--- config.mk ---
export PLATFORM = sky130hd
export DESIGN_NAME = ysyx_25030093_sram_arbiter
export DESIGN_NICKNAME = d
export VERILOG_FILES = /design/src/rtl/ysyx_25030093_sram_arbiter.sv
export SDC_FILE = /design/constraint.sdc
export NUM_CORES = 1
export LEC_CHECK = 0
export CORE_AREA = 2 2 135 137
export DETAILED_ROUTE_END_ITERATION = 10
export DIE_AREA = 0 0 137 139
export SYNTH_ARGS = -nofsm -noshare
export SYNTH_HDL_FRONTEND = slang
export SYNTH_SLANG_ARGS = --single-unit
--- constraint.sdc ---
create_clock -name clk -period 1.8 [get_ports clk]
set_input_delay 0.36 -clock clk [delete_from_list [all_inputs] [get_ports clk]]
set_output_delay 0.36 -clock clk [all_outputs]
set_load 0.02 [all_outputs]
--- src/rtl/ysyx_25030093_sram_arbiter.sv ---
// Two-master (IFU read-only, LSU read/write) arbiter in front of one AXI-lite-style SRAM slave.
// Optional macro ARB_RR_EN selects round-robin arbitration; without it LSU has fixed priority.
module ysyx_25030093_sram_arbiter #(
    parameter int AW = 32,
    parameter int DW = 32
) (
    input  logic            clk,
    input  logic            rst,

    input  logic [AW-1:0]   IFU_ARB_araddr,
    input  logic            IFU_ARB_arvalid,
    output logic            ARB_IFU_arready,
    output logic [DW-1:0]   ARB_IFU_rdata,
    output logic            ARB_IFU_rvalid,
    input  logic            IFU_ARB_rready,

    input  logic [AW-1:0]   LSU_ARB_araddr,
    input  logic            LSU_ARB_arvalid,
    output logic            ARB_LSU_arready,
    output logic [DW-1:0]   ARB_LSU_rdata,
    output logic            ARB_LSU_rvalid,
    input  logic            LSU_ARB_rready,
    input  logic [AW-1:0]   LSU_ARB_awaddr,
    input  logic [DW-1:0]   LSU_ARB_wdata,
    input  logic [DW/8-1:0] LSU_ARB_wstrb,
    input  logic            LSU_ARB_wvalid,
    output logic            ARB_LSU_wready,
    output logic            ARB_LSU_bvalid,
    input  logic            LSU_ARB_bready,

    output logic [AW-1:0]   ARB_SRAM_araddr,
    output logic            ARB_SRAM_arvalid,
    input  logic            SRAM_ARB_arready,
    input  logic [DW-1:0]   SRAM_ARB_rdata,
    input  logic            SRAM_ARB_rvalid,
    output logic            ARB_SRAM_rready,
    output logic [AW-1:0]   ARB_SRAM_awaddr,
    output logic [DW-1:0]   ARB_SRAM_wdata,
    output logic [DW/8-1:0] ARB_SRAM_wstrb,
    output logic            ARB_SRAM_wvalid,
    input  logic            SRAM_ARB_wready,
    input  logic            SRAM_ARB_bvalid,
    output logic            ARB_SRAM_bready
);

    typedef enum logic [1:0] {IDLE, IFU_RD, LSU_RD, LSU_WR} state_t;

    state_t state, state_nxt;
    logic   req_done;
    logic   ifu_wins;
    logic   addr_hs;
    logic   resp_hs;

`ifdef ARB_RR_EN
    logic   last_lsu;

    // On a conflict the master that did not own the previous grant goes first
    always_comb begin
        ifu_wins = IFU_ARB_arvalid & (~(LSU_ARB_arvalid | LSU_ARB_wvalid) | last_lsu);
    end
`else
    always_comb begin
        ifu_wins = IFU_ARB_arvalid & ~(LSU_ARB_arvalid | LSU_ARB_wvalid);
    end
`endif

    always_ff @(posedge clk or negedge rst) begin
        if (!rst) begin
            state    <= IDLE;
            req_done <= 1'b0;
`ifdef ARB_RR_EN
            last_lsu <= 1'b1;
`endif
        end else begin
            state <= state_nxt;
            if (resp_hs) begin
                req_done <= 1'b0;
            end else if (addr_hs) begin
                req_done <= 1'b1;
            end
`ifdef ARB_RR_EN
            if (resp_hs) begin
                last_lsu <= (state != IFU_RD);
            end
`endif
        end
    end

    always_comb begin
        state_nxt        = state;
        ARB_IFU_arready  = 1'b0;
        ARB_IFU_rdata    = '0;
        ARB_IFU_rvalid   = 1'b0;
        ARB_LSU_arready  = 1'b0;
        ARB_LSU_rdata    = '0;
        ARB_LSU_rvalid   = 1'b0;
        ARB_LSU_wready   = 1'b0;
        ARB_LSU_bvalid   = 1'b0;
        ARB_SRAM_araddr  = '0;
        ARB_SRAM_arvalid = 1'b0;
        ARB_SRAM_rready  = 1'b0;
        ARB_SRAM_awaddr  = '0;
        ARB_SRAM_wdata   = '0;
        ARB_SRAM_wstrb   = '0;
        ARB_SRAM_wvalid  = 1'b0;
        ARB_SRAM_bready  = 1'b0;

        case (state)
            IDLE: begin
                // Write requests take precedence over reads within the LSU
                if (ifu_wins) begin
                    state_nxt = IFU_RD;
                end else if (LSU_ARB_wvalid) begin
                    state_nxt = LSU_WR;
                end else if (LSU_ARB_arvalid) begin
                    state_nxt = LSU_RD;
                end
            end
            IFU_RD: begin
                ARB_SRAM_araddr  = IFU_ARB_araddr;
                ARB_SRAM_arvalid = IFU_ARB_arvalid & ~req_done;
                ARB_IFU_arready  = SRAM_ARB_arready & ~req_done;
                ARB_IFU_rdata    = SRAM_ARB_rdata;
                ARB_IFU_rvalid   = SRAM_ARB_rvalid;
                ARB_SRAM_rready  = IFU_ARB_rready;
            end
            LSU_RD: begin
                ARB_SRAM_araddr  = LSU_ARB_araddr;
                ARB_SRAM_arvalid = LSU_ARB_arvalid & ~req_done;
                ARB_LSU_arready  = SRAM_ARB_arready & ~req_done;
                ARB_LSU_rdata    = SRAM_ARB_rdata;
                ARB_LSU_rvalid   = SRAM_ARB_rvalid;
                ARB_SRAM_rready  = LSU_ARB_rready;
            end
            LSU_WR: begin
                ARB_SRAM_awaddr  = LSU_ARB_awaddr;
                ARB_SRAM_wdata   = LSU_ARB_wdata;
                ARB_SRAM_wstrb   = LSU_ARB_wstrb;
                ARB_SRAM_wvalid  = LSU_ARB_wvalid & ~req_done;
                ARB_LSU_wready   = SRAM_ARB_wready & ~req_done;
                ARB_LSU_bvalid   = SRAM_ARB_bvalid;
                ARB_SRAM_bready  = LSU_ARB_bready;
            end
            default: state_nxt = IDLE;
        endcase

        addr_hs = (ARB_SRAM_arvalid & SRAM_ARB_arready) | (ARB_SRAM_wvalid & SRAM_ARB_wready);
        resp_hs = (ARB_SRAM_rready & SRAM_ARB_rvalid) | (ARB_SRAM_bready & SRAM_ARB_bvalid);
        // A response handshake ends the grant even if the address phase completes in the same cycle
        if (resp_hs) begin
            state_nxt = IDLE;
        end
    end

endmodule

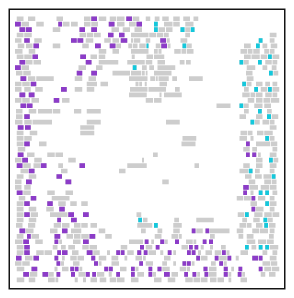
Run 1: logic cells by family
Drawn at 2 px/um.
legend:
  purple:
    family: and/or cells
    cells: 140
    where: all over the die
  cyan:
    family: nor cells
    cells: 35

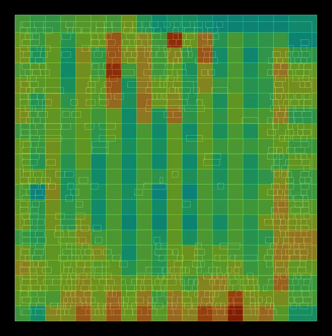
Run 1: track usage over the die
Final Util: 35.8%
aggregate global-route resource usage: 12.6%

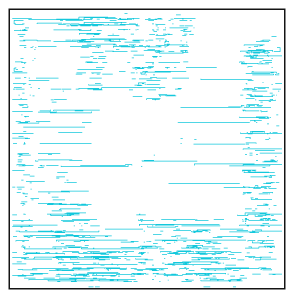
Run 1: met1 routing
Drawn at 2 px/um.
nets with wire on the layer: 642
longest straight run: 45.5 um
main direction: horizontal
total vias in the final route: 3227
total routed wirelength: 13600 um
GR Layer Usage met1: 14.4%

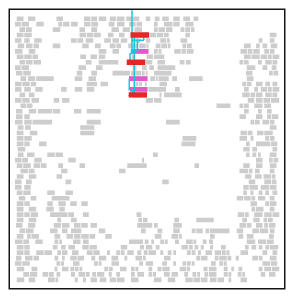
Run 1: clock network drawn from the DEF
Drawn at 2 px/um.
legend:
  cyan:
    item: clock wires
    length: 98.1 um
  red:
    item: clock drivers
    count: 3
  magenta:
    item: flip-flops
    count: 3
routed clock nets: 4
clock network fraction of total power: 3.8%
power drawn by the clock network: 0.353 mW
Skew-Pair Late Insertion Delay: 220 ps
Max Clock Skew: 0.675 ps

==> results.txt, run 1 <==
On the backend side, the flow ran end to end.

Yosys mapped the design onto 22 distinct sky130hd cell types. The total half-perimeter wirelength after legalization and detailed placement stands at about 11000 um. The first global-routing pass estimated between 15000 and 20000 um of wire. The synth_stat.txt file lists the number of cells as between 200 and 300. The maximum ir drop on the vdd rail stands at 582 uV. Clock tree synthesis inserted a total of 3 buffers.

The wire length per cell after detailed routing stands at between 15 and 20 um. The cell resize tally after clock tree synthesis stands at roughly 660. The sequential share of the synthesized area stands at 4.36%. Per the OpenROAD floorplan log, the area of the die is 19000 sq um. The number of clock sinks came to 3. Endpoints with negative setup slack in the final report add up to between 150 and 200. The number of global-route vias before repair stands at between 3000 and 4000. Setup repair after global routing could not meet its margin everywhere. The worst slack at placement stands at -418 ps. The report lists the cells along the critical path as buf_6 > ha_4 > buf_6 > mux2_4 > nand2_2 > nor2_1 > buf_4. The cell count after placement stands at 836. The most critical min-delay path falls under in2async. The share of synthesized cell area in full adder, half adder and majority cells stands at 3.64%. The global placement routability congestion stands at ~0.78. The flop and latch count out of synthesis stands at 3. The die extent in x stands at 137 um. The worst relative slew slack stands at slightly below 90%. Among cell families on the critical path, the largest total delay comes from flip-flops. The DRC violation total after the first TritonRoute iteration stands at 32. The worst register-to-register path ends at state[0]$_DFFE_PN0P_. The power density relative to cell area stands at approximately 1500 nW/um^2. The post-CTS setup buffer count stands at 7. The synthesized netlist devotes 65.2% of its cell area to simple gates. Nets still carrying antenna violations after routing amount to 0. CTS placed an instance of clkbuf_16 at the clock tree root.

The I/O pin count stands at roughly 350. The maximum buffer depth of the clock tree stands at 2. 0 antenna diodes ended up in the layout. The final timing report gives a worst setup slack of -158 ps. The upper clock frequency limit stands at around 500 MHz. The worst hold slack after final layout stands at ~320 ps. For reference, the top logic cell family by area is simple AND/OR/NAND/NOR gates. The cell-mix breakdown from Yosys lists the compound-gate area share as a little under a fifth. The share of layout cells above drive strength 1 stands at 51.7%.

The worst setup path is captured at a primary output. The checks that failed: setup timing. Adding up every negative setup slack in the final design gives -11110 ps. In the final layout, the fill cell count is 1847. The pin closest to its max-slew limit shows a slew of approximately 200 ps. Looking at the setup timing report, the critical path kind is reg2out. After detailed placement, the total cell area comes to roughly 5700 sq um. The required time of the critical path stands at roughly 1400 ps. The startpoint identified for the worst register-to-register timing path is state[0]$_DFFE_PN0P_. Global routing finished with a remaining overflow of 0. Counting stages on the worst path, the most repeated cell is buf_6.

The main area contributors are and2_1 (49%), a22oi_1 (14%), nor2b_1 (12%). The count of TritonRoute iterations in the first routing pass stands at 4. The power report puts the leakage power at approximately 2.8 nW. The flow ran to the end, but the final reports show violations.

The post-layout instance count excluding filler cells stands at around 860. The cell area after technology mapping stands at 1720 sq um. The largest net degree at the start of global routing stands at 35. The report lists the number of standard-cell rows as a little under 50. Looking at the clock tree report, the H-tree level count equals 1.

The register-to-register path setup slack stands at around 100 ps. The floorplan step records an initial core utilization of about a tenth. The hold buffer count at CTS stands at 0.

The initial antenna violation count came to 0. The worst setup path is launched from a flop. The synthesized netlist net count stands at ~440. The total of warnings raised by yosys stands at 0. The design draws around 9.4 mW.

In this run the layout overhead on the synthesized area is reported as 267%.
run 1: Yosys cell counts:
| cell | n |
|---|---|
| buf_2 | 6 |
| and2_1 | 136 |
| mux2_4 | 1 |
| buf_4 | 2 |
| nor2_1 | 1 |
| dfrtp_1 | 3 |
| and3b_1 | 4 |
| nand2_1 | 4 |
| buf_6 | 1 |
| inv_1 | 2 |
| a22oi_1 | 32 |
| a221oi_2 | 1 |
| clkbuf_1 | 13 |
| nand3_1 | 1 |
| nor2b_1 | 34 |
| a21oi_1 | 2 |
| ha_1 | 5 |
| o2bb2ai_2 | 1 |
| a31oi_1 | 1 |
| clkbuf_2 | 3 |
| a22oi_4 | 1 |
| o21ai_0 | 2 |
run 1: power breakdown:
part | internal (mW) | switching, mW
clock | 0.292 | 0.0610
combinational | 4.80 | 4.12
sequential | 0.107 | 0.0416
run 1: layout by cell type, fill, tap and decap left out:
| cell type | instances |
|---|---|
| o21ai_0 | 2 |
| a22oi_1 | 16 |
| ha_4 | 4 |
| inv_2 | 2 |
| clkbuf_16 | 8 |
| mux2_4 | 1 |
| ha_2 | 1 |
| clkbuf_2 | 2 |
| and3b_2 | 1 |
| clkdlybuf4s50_1 | 175 |
| a22oi_4 | 1 |
| buf_4 | 60 |
| dfrtp_1 | 2 |
| a22oi_2 | 16 |
| nand2_1 | 3 |
| clkbuf_1 | 1 |
| a31oi_1 | 1 |
| a221oi_2 | 1 |
| buf_6 | 86 |
| nand2_2 | 1 |
| buf_2 | 38 |
| nor2b_1 | 34 |
| and2_4 | 71 |
| buf_12 | 12 |
| buf_16 | 3 |
| a21oi_1 | 2 |
| buf_8 | 2 |
| and2_1 | 65 |
| nand3_1 | 1 |
| and3b_1 | 3 |
| clkdlybuf4s15_2 | 16 |
| o2bb2ai_4 | 1 |
| dfrtp_2 | 1 |
| nor2_1 | 1 |
run 1: logic make-up after synthesis:
kind of cell | Yosys count
buf+inv | 27
simple gates | 180
compound gates | 40
fa+ha+maj | 5
flops | 3
mux | 1
run 1: worst max path at each step:
stage                               startpoint             endpoint  depth (start not counted)
final                     state[1]$_DFFE_PN0P_     ARB_SRAM_arvalid                          7
after floorplan           state[0]$_DFFE_PN0P_  ARB_SRAM_araddr[15]                          4
after global routing      state[0]$_DFFE_PN0P_  ARB_SRAM_araddr[25]                          7
after detailed placement  state[0]$_DFFE_PN0P_     ARB_SRAM_arvalid                          7
after global placement    state[1]$_DFFE_PN0P_  ARB_SRAM_araddr[23]                          5
after CTS                 state[1]$_DFFE_PN0P_     ARB_SRAM_arvalid                          7
run 1: routing by layer:
metal  GRT usage [%]  routed length (um)
met4            1.36                  30
met3            5.08                1830
met2            22.4                6820
met1            14.4                4960
met5               0                   0
run 1: layout make-up:
| class | instances | area (sq um) | area share [%] |
|---|---|---|---|
| multi-input cells | 226 | 1840 | 29.2 |
| repair buffers | 399 | 4030 | 63.7 |
| inverters | 2 | 7.51 | 0.119 |
| well taps | 229 | 287 | 4.53 |
| clock buffers | 4 | 78.8 | 1.25 |
| flip-flops and latches | 3 | 76.3 | 1.21 |
run 1: registers in the layout, summed over array words and instances, names as in the netlist:
| register | count |
|---|---|
| req_done | 1 |
| state | 2 |
## Run 2: what changed since run 1
SLEW_MARGIN = 5   (was default)
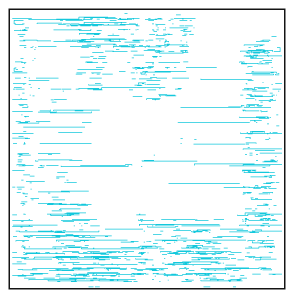
Run 2: met1 routing
Drawn at 2 px/um.
wire length on this layer: 4960 um
main direction: horizontal
longest straight run: 45.5 um
share of all routed wire: 36%

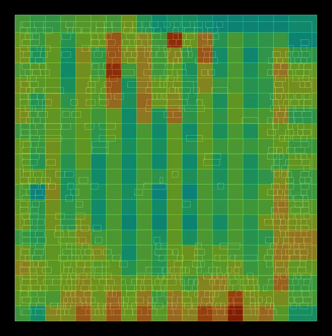
Run 2: track usage over the die
met3 usage in global routing: 5.08%
met2 Usage GRT: 22.4%
Routed wire per std cell: 15.8 um
most utilized layer in the global route result: met2

==> run 2 against run 1 <==
  * The run still ends with setup timing left
  * Register-to-register slack about the same
  * Design area unchanged
  * Sequential power about the same
  * Die size unchanged
  * Clock skew unchanged
  * Fmax unchanged
  * Routed wire length unchanged
  * Power unchanged
  * Largest power group unchanged
==> results.txt, run 2 <==
On the backend side, the flow ran end to end.

The flow ran to the end, but the final reports show violations. The checks that failed: setup timing. The transition at the pin with the smallest max-transition slack came to 199 ps (unchanged).

Setup repair after global routing could not meet its margin everywhere. The count of TritonRoute iterations in the first routing pass stands at 4 (unchanged). The sequential share of the synthesized area was 4.36% (unchanged). Input and output buffers added on the ports amount to around 350. The timing report shows the most common cell along the critical path to be buf_6.

The worst setup path is launched from a flop. The number of diodes added for antenna fixing was 0 (unchanged). The static power due to leakage came to 2.83 nW (unchanged).

For the worst reg-to-reg path, the endpoint reported by OpenROAD is state[0]$_DFFE_PN0P_. Looking at the gate-level netlist, the highest instance count belongs to and2_1. The post-layout instance count excluding filler cells stands at 863 (unchanged). The share of layout cells above drive strength 1 is 51.7% (unchanged). Per the run summary, max-cap violations total 0. The post-route worst setup slack is -158 ps (unchanged). The upper clock frequency limit stands at 511 MHz (unchanged). The post-route clock skew was 0.675 ps (unchanged).

The DRC violation total after the first TritonRoute iteration was 32 (unchanged). The maximum ir drop on the vdd rail was 582 uV (unchanged). The setup TNS after final layout stands at -11110 ps (unchanged).

Sorting the synthesized cells by area gives the leading types as and2_1 (49%), a22oi_1 (14%), nor2b_1 (12%). The number of failing setup endpoints in the final timing report stands at 162 (unchanged). The number of different library cells in the post-synthesis netlist stands at 22 (unchanged). The cell area after technology mapping stands at 1720 sq um (unchanged). The die footprint is 19000 sq um (unchanged). Looking at the worst setup and hold paths, the clock pins of their registers show a slew of about 30 ps. The flip-flop count of the largest register, all copies and words added is 2 (unchanged). The largest net degree at the start of global routing came to 35 (unchanged). The yosys cell count stands at 256 (unchanged).

The number of global-route vias before repair stands at 3165 (unchanged). The overall power stands at 9.42 mW (unchanged). After the last flow step, the layout net total stands at between 800 and 900. The count of H-tree levels built during CTS was 1 (unchanged).

The source-to-sink clock delay at the later pin of the worst-skew pair stands at 220 ps (about the same). The standard-cell row count was 49 (unchanged). The total clock buffers created by CTS stands at 3 (unchanged).

The biggest area contributor in the post-synthesis netlist is and2_1. The core occupancy in the finished layout stands at 35.8% (unchanged). The share of synthesized registers carrying an async set or reset stands at 100% (unchanged). The worst hold slack after final layout is 321 ps (unchanged). The initial antenna violation count is 0 (unchanged). The total routing resource utilization after global routing came to 12.6% (unchanged). In the final layout, the registers with the most flip-flops are state: 2 flops, req_done: 1 flops. The report lists the cells along the critical path as buf_6 > ha_4 > buf_6 > mux2_4 > nand2_2 > nor2_1 > buf_4. The tree is rooted in a clkbuf_16. The worst relative slew slack was 86.6% (unchanged). The global-route wire length before repair was 18600 um (unchanged). The remaining global-route overflow was 0 (unchanged). The count of flip-flops with a built-in enable after synthesis stands at 0 (unchanged). The top cell type in the final layout, fill and taps aside, is clkdlybuf4s50_1. The timing report attributes the biggest portion of critical-path delay to flip-flops. The die extent in x stands at 137 um (unchanged).

The TritonCTS sink count stands at 3 (unchanged). Looking at the cell usage after synthesis, the top flip-flop cell is dfrtp_1. The highest cell delay on the worst timing path stands at ~420 ps.

The worst setup path is captured at a primary output. state holds more flip-flops than any other register. The remaining number of nets flagged by the antenna check after routing was 0 (unchanged).

The area added between synthesis and finish came to 267% (unchanged). The library cells used most frequently in the layout, excluding fill and tap cells, are clkdlybuf4s50_1 (175), buf_6 (86), and2_4 (71). The I/O pin count stands at 350 (unchanged).

The power density relative to cell area came to 1490 nW/um^2 (unchanged). The flop and latch count out of synthesis was 3 (unchanged). The register-to-register path setup slack stands at 100 ps (about the same). The total half-perimeter wirelength after legalization and detailed placement stands at 10600 um (unchanged). The commonest cells after synthesis are and2_1 (136), nor2b_1 (34), a22oi_1 (32).

The maximum buffer depth of the clock tree was 2 (unchanged). The global placement routability congestion was 0.785 (unchanged). STA reports the tightest min-delay check as being of type in2async. The routed wire length stands at 13600 um (unchanged). The number of vias after detailed routing stands at 3227 (unchanged).

For reference, the most critical setup path is categorized as reg2out. The required time of the critical path came to 1440 ps (about the same). The synthesized netlist net count came to 437 (unchanged). The total of warnings raised by yosys stands at 0 (unchanged). The cell count after placement is 836 (unchanged).
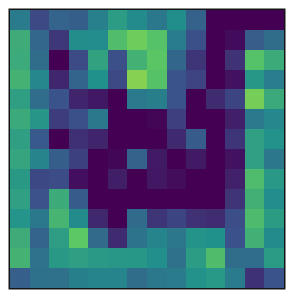
Run 2: placement density heat map
Drawn at 2 px/um. The die is cut into 14 by 14 equal tiles; dark purple is low, yellow is high, 0 to 100% covered.
fullest tile: 81%
nearly empty tiles: 18%
tiles over 75% full: 1.5%
core utilization before placement: 9.74%
CORE AREA: 17700 sq um

run 2: cell counts after synthesis:
Identical to the previous run, type by type.
run 2: layout make-up:
| class | instances | area (sq um) |
|---|---|---|
| fill | 1847 | 11300 |
| timing repair buffer | 399 | 4030 |
| multi-input combinational | 226 | 1840 |
| tap | 229 | 287 |
| clock buffer | 4 | 78.8 |
| sequential | 3 | 76.3 |
| inverter | 2 | 7.51 |
run 2: cells by family (layout without fill, tap and decap cells):
| family | count (synthesis) | in the layout | share of synthesized area, % |
|---|---|---|---|
| AND/OR/NAND/NOR | 180 | 180 | 65.2 |
| buffers and inverters | 27 | 405 | 7.42 |
| AND-OR/OR-AND | 40 | 40 | 18.5 |
| multiplexers | 1 | 1 | 0.872 |
| adder cells (fa/ha/maj) | 5 | 5 | 3.64 |
| flip-flops | 3 | 3 | 4.36 |
run 2: worst max path at each step:
| stage | cells after the start | slack, ps | startpoint | end |
|---|---|---|---|---|
| 2_1_floorplan | 4 | 50 | state[0]$_DFFE_PN0P_ | ARB_SRAM_araddr[15] |
| 4_1_cts | 7 | -200 | state[1]$_DFFE_PN0P_ | ARB_SRAM_arvalid |
| 3_3_place_gp | 5 | -390 | state[1]$_DFFE_PN0P_ | ARB_SRAM_araddr[23] |
| 5_1_grt | 7 | -220 | state[0]$_DFFE_PN0P_ | ARB_SRAM_araddr[25] |
| 6_report | 7 | -160 | state[1]$_DFFE_PN0P_ | ARB_SRAM_arvalid |
| 3_5_place_dp | 7 | -420 | state[0]$_DFFE_PN0P_ | ARB_SRAM_arvalid |
run 2: layer usage:
metal  vias up  GRT usage [%]  part of all wire [%]
li1       1593              -                     -
met1      1429           14.4                    36
met2       202           22.4                    50
met3         3           5.08                    13
met4         0           1.36                  0.22
met5         -              0                     0
run 2: power by group:
group	switching, mW	internal [mW]
logic	4.12	4.80
registers	0.0416	0.107
clock network	0.0610	0.292
run 2: timing repair:
action | CTS | global route
setup buffers | 7 | 8
resized | 664 | 320
setup endpoints to repair | 174 | 177
pin swaps | 4 | 7
cloned | 5 | 6
hold buffers | 0 | 0
run 2: per-stage QoR:
| step | instance area [sq um] | setup WS (ps) |
|---|---|---|
| 2_1_floorplan | 1720 | 48.2 |
| 3_3_place_gp | 5650 | -390 |
| 3_5_place_dp | 5650 | -418 |
| 4_1_cts | 5820 | -201 |
| 5_1_grt | 6320 | -217 |
| 6_report | 6320 | -158 |
Run 2, logic cells by family:
Drawn at 2 px/um.
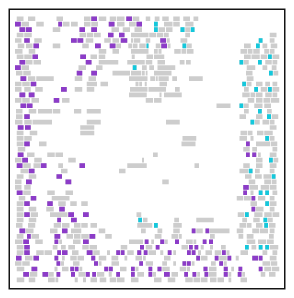

## Run 3: what changed since run 2
--- a/constraint.sdc
+++ b/constraint.sdc
@@ -3,2 +3,2 @@
 set_output_delay 0.36 -clock clk [all_outputs]
-set_load 0.02 [all_outputs]
+set_load 0.05 [all_outputs]
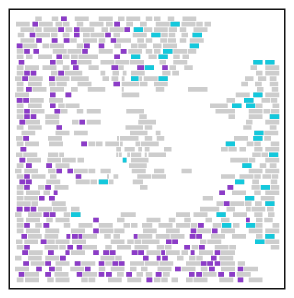
Run 3: logic cells by family
Drawn at 2 px/um.
legend:
  cyan:
    family: nor cells
    cells: 35
  purple:
    family: and/or cells
    cells: 140
    where: all over the die

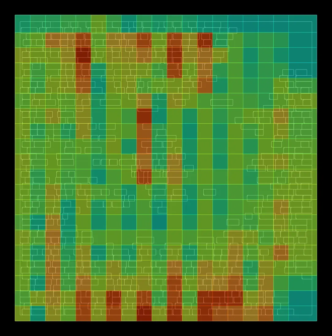
Run 3: track usage over the die
aggregate global-route resource usage: 15.1%
GR Layer Usage met1: 15.6%
Final Util: 49.7%
met3 usage in global routing: 5.12%

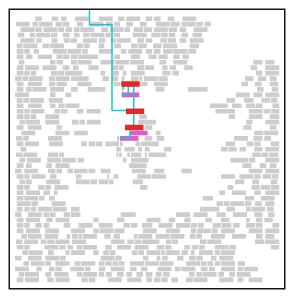
Run 3: clock network drawn from the DEF
Drawn at 2 px/um.
clock network fraction of total power: 2.0%
power drawn by the clock network: 0.350 mW

==> run 3 against run 2 <==
  * The run still ends with setup timing left
  * Utilization increased by 14 points
  * Synthesized cell count unchanged
  * Largest cell class unchanged
  * Clock skew about the same
  * Highest routed layer unchanged
  * Critical path type unchanged
  * Count of clock-buffer cells in the layout unchanged
  * Largest power group unchanged
==> results.txt, run 3 <==
On the backend side, the flow ran end to end.

The flow ran to the end, but the final reports show violations. The final reports fail on setup timing. Ranked by flip-flop count, first place goes to state. The cell count after placement was 830 (-0.72%). The register area stands at 76.3 sq um (unchanged). The count of flip-flops with a built-in enable after synthesis stands at 0 (unchanged).

The registers reported with the highest flop counts are state: 2 flops, req_done: 1 flops. In the setup report, the worst path falls into the class reg2out. Setup repair after global routing could not meet its margin everywhere. The cell that appears most often on the critical path is buf_12. The die footprint came to 19000 sq um (unchanged). The maximum fanout count along the critical path stands at 5. The worst slack at placement stands at -13.2 ps (+405 ps). The core utilization before placement stands at 9.74% (unchanged). The overall power stands at 17.5 mW (+86%). The source-to-sink clock delay at the later pin of the worst-skew pair stands at 220 ps (about the same). The area occupied by multi-input gates stands at 2320 sq um (+26%). The number of global-route vias before repair is 3598 (+14%). The reported max-cap violation count stands at 0 (unchanged). The yosys cell count is 256 (unchanged). The maximum buffer depth of the clock tree was 2 (unchanged). The wire length per cell after detailed routing was 18.0 um (+14%). The tree is rooted in a clkbuf_16. The post-layout net count came to 814 (-0.25%). The hold buffer count at CTS was 0 (unchanged). The upper clock frequency limit came to 504 MHz (-1.3%). The number of vias after detailed routing is 3319 (+2.9%). Per the OpenROAD floorplan log, the height of the die is 139 um. The worst setup path is launched from a flop. The maximum ir drop on the vdd rail is 991 uV (+70%).

The total clock buffers created by CTS came to 3 (unchanged). The synthesized netlist net count stands at 437 (unchanged). According to the timing report, the critical path is captured at ARB_SRAM_wvalid. The area added between synthesis and finish stands at 410%.

Walking the worst path, the cells encountered are buf_6 > ha_4 > buf_12 > buf_12 > and3b_2 > buf_12. The count of TritonRoute iterations in the first routing pass stands at 4 (unchanged). The cell type that accounts for the most area after synthesis is and2_1. The static power due to leakage stands at 3.60 nW (+27%). Yosys attributes the largest share of cell area to and2_1 (49%), a22oi_1 (14%), nor2b_1 (12%).

The initial antenna violation count stands at 0 (unchanged). STA classifies the critical path endpoint as a primary output. The remaining global-route overflow stands at 0 (unchanged). The commonest cells after synthesis are and2_1 (136), nor2b_1 (34), a22oi_1 (32). The number of different library cells in the post-synthesis netlist was 22 (unchanged).

The tightest min-delay check is of the in2async type. The TritonCTS sink count was 3 (unchanged). The count of H-tree levels built during CTS came to 1 (unchanged). The total half-perimeter wirelength after legalization and detailed placement stands at 11700 um (+11%). The global placement routability congestion stands at 0.728 (-7.3%). The global-route wire length before repair stands at 22000 um (+18%).

Post-synth the commonest register cell is dfrtp_1. The clock input transition at the sequential cells of the worst setup and hold paths stands at 30 ps (about the same). The core footprint is 17700 sq um (unchanged). Leaving out fill and tap cells, the most frequent cells in the layout are buf_12 (183), clkdlybuf4s50_1 (175), and2_4 (127). The total of warnings raised by yosys stands at 0 (unchanged). The count of input and output buffers is 349 (unchanged). OpenSTA lists the critical path startpoint as state[1]$_DFFE_PN0P_. The cell area after technology mapping came to 1720 sq um (unchanged). The placed standard-cell area stands at 7580 sq um (+34%).

The capture point of the worst register-to-register path is recorded as state[0]$_DFFE_PN0P_. The share of synthesized registers carrying an async set or reset stands at 100% (unchanged). The worst relative slew slack stands at 80.8% (-5.8 points). The largest net degree at the start of global routing stands at 22 (-37%). The routed wire length stands at 15500 um (+14%). The sequential share of the synthesized area is 4.36% (unchanged). The number of diodes added for antenna fixing is 0 (unchanged).

Among logic cells in the layout, the one with the most instances is buf_12. The register-to-register path setup slack stands at 110 ps (about the same). The critical path data arrival time stands at between 1500 and 2000 ps. The post-route clock skew stands at 1.02 ps (+0.346 ps). The power density relative to cell area came to 2000 nW/um^2 (+34%). The post-layout instance count excluding filler cells stands at 861 (-0.23%). The standard-cell row count stands at 49 (unchanged). For this run the top cell type by instance count after synthesis was and2_1. The I/O pin count was 350 (unchanged). The number of failing setup endpoints in the final timing report stands at 174 (+7.4%). The worst hold slack after final layout is 339 ps (+17.7 ps). The post-route worst setup slack stands at -184 ps (-26.0 ps). The required time of the critical path is 1440 ps (about the same). The transition at the pin with the smallest max-transition slack stands at 288 ps (+88.8 ps). The flop and latch count out of synthesis is 3 (unchanged). The DRC violation total after the first TritonRoute iteration was 20 (-38%). The die extent in x was 137 um (unchanged).

The area of all placed cells without fillers is 8770 sq um (+39%). The remaining number of nets flagged by the antenna check after routing was 0 (unchanged). The share of layout cells above drive strength 1 stands at 68.5% (+17 points). The number of fill cells in the layout stands at 1569 (-15%). The highest cell delay on the worst timing path stands at 450 ps (+30 ps).
[run 3: metrics by stage]
| step | TNS [ps] | util (%) |
|---|---|---|
| 6_report | -17130 | 49.7 |
| 5_1_grt | -25310 | 49.7 |
| 4_1_cts | -16290 | 48.1 |
| 3_5_place_dp | -60.9 | 43.0 |
| 3_3_place_gp | 0 | 43.0 |
| 2_1_floorplan | -77.2 | - |
[run 3: per-layer routing]
metal,GRT usage (%),vias to the layer above,share of wire (%)
li1,-,1585,-
met1,15.6,1550,34
met2,29.0,174,55
met3,5.12,10,9.6
met4,2.82,0,1.2
met5,0,-,0
[run 3: logic make-up (layout without fill, tap and decap cells)]
group	Yosys count	after routing	share of synthesized area (%)
AND-OR/OR-AND	40	40	18.5
buffers and inverters	27	403	7.42
multiplexers	1	1	0.872
adder cells (fa/ha/maj)	5	5	3.64
AND/OR/NAND/NOR	180	180	65.2
flip-flops	3	3	4.36
[run 3: how the worst min path moves through the flow]
stage          from                    to  slack (ps)  cells after the start
3_3_place_gp    rst  req_done$_DFFE_PN0P_         580                      1
5_1_grt         rst  state[0]$_DFFE_PN0P_         350                      1
6_report        rst  req_done$_DFFE_PN0P_         340                      1
2_1_floorplan   rst  req_done$_DFFE_PN0P_          60                      0
4_1_cts         rst  state[0]$_DFFE_PN0P_         350                      1
3_5_place_dp    rst  req_done$_DFFE_PN0P_         580                      1
[run 3: power breakdown]
part	internal (mW)	leakage (nW)	switching [mW]
combinational	8.90	3.53	8.11
sequential	0.107	0.0338	0.0623
clock	0.292	0.0382	0.0577
total	9.30	3.60	8.23
[run 3: repair_timing]
action / CTS / global route
setup buffers: 10 / 5
gates resized: 170 / 46
gates cloned: 7 / 8
setup endpoints to repair: 160 / 174
pin swaps: 7 / 5
[run 3: layout make-up]
class,instances,share of cell area (%)
flip-flops and latches,3,0.870
well taps,229,3.27
inverters,2,0.114
clock buffers,4,0.898
multi-input cells,226,26.4
repair buffers,397,68.4
[run 3: critical path, delay by kind of cell (launching register included)]
kind                     cells  cell delay [ps]
adder cells (fa/ha/maj)      1              170
AND/OR/NAND/NOR              1              220
flip-flops                   1              450
buffers and inverters        4              550
Power and IR drop assume default switching activity.
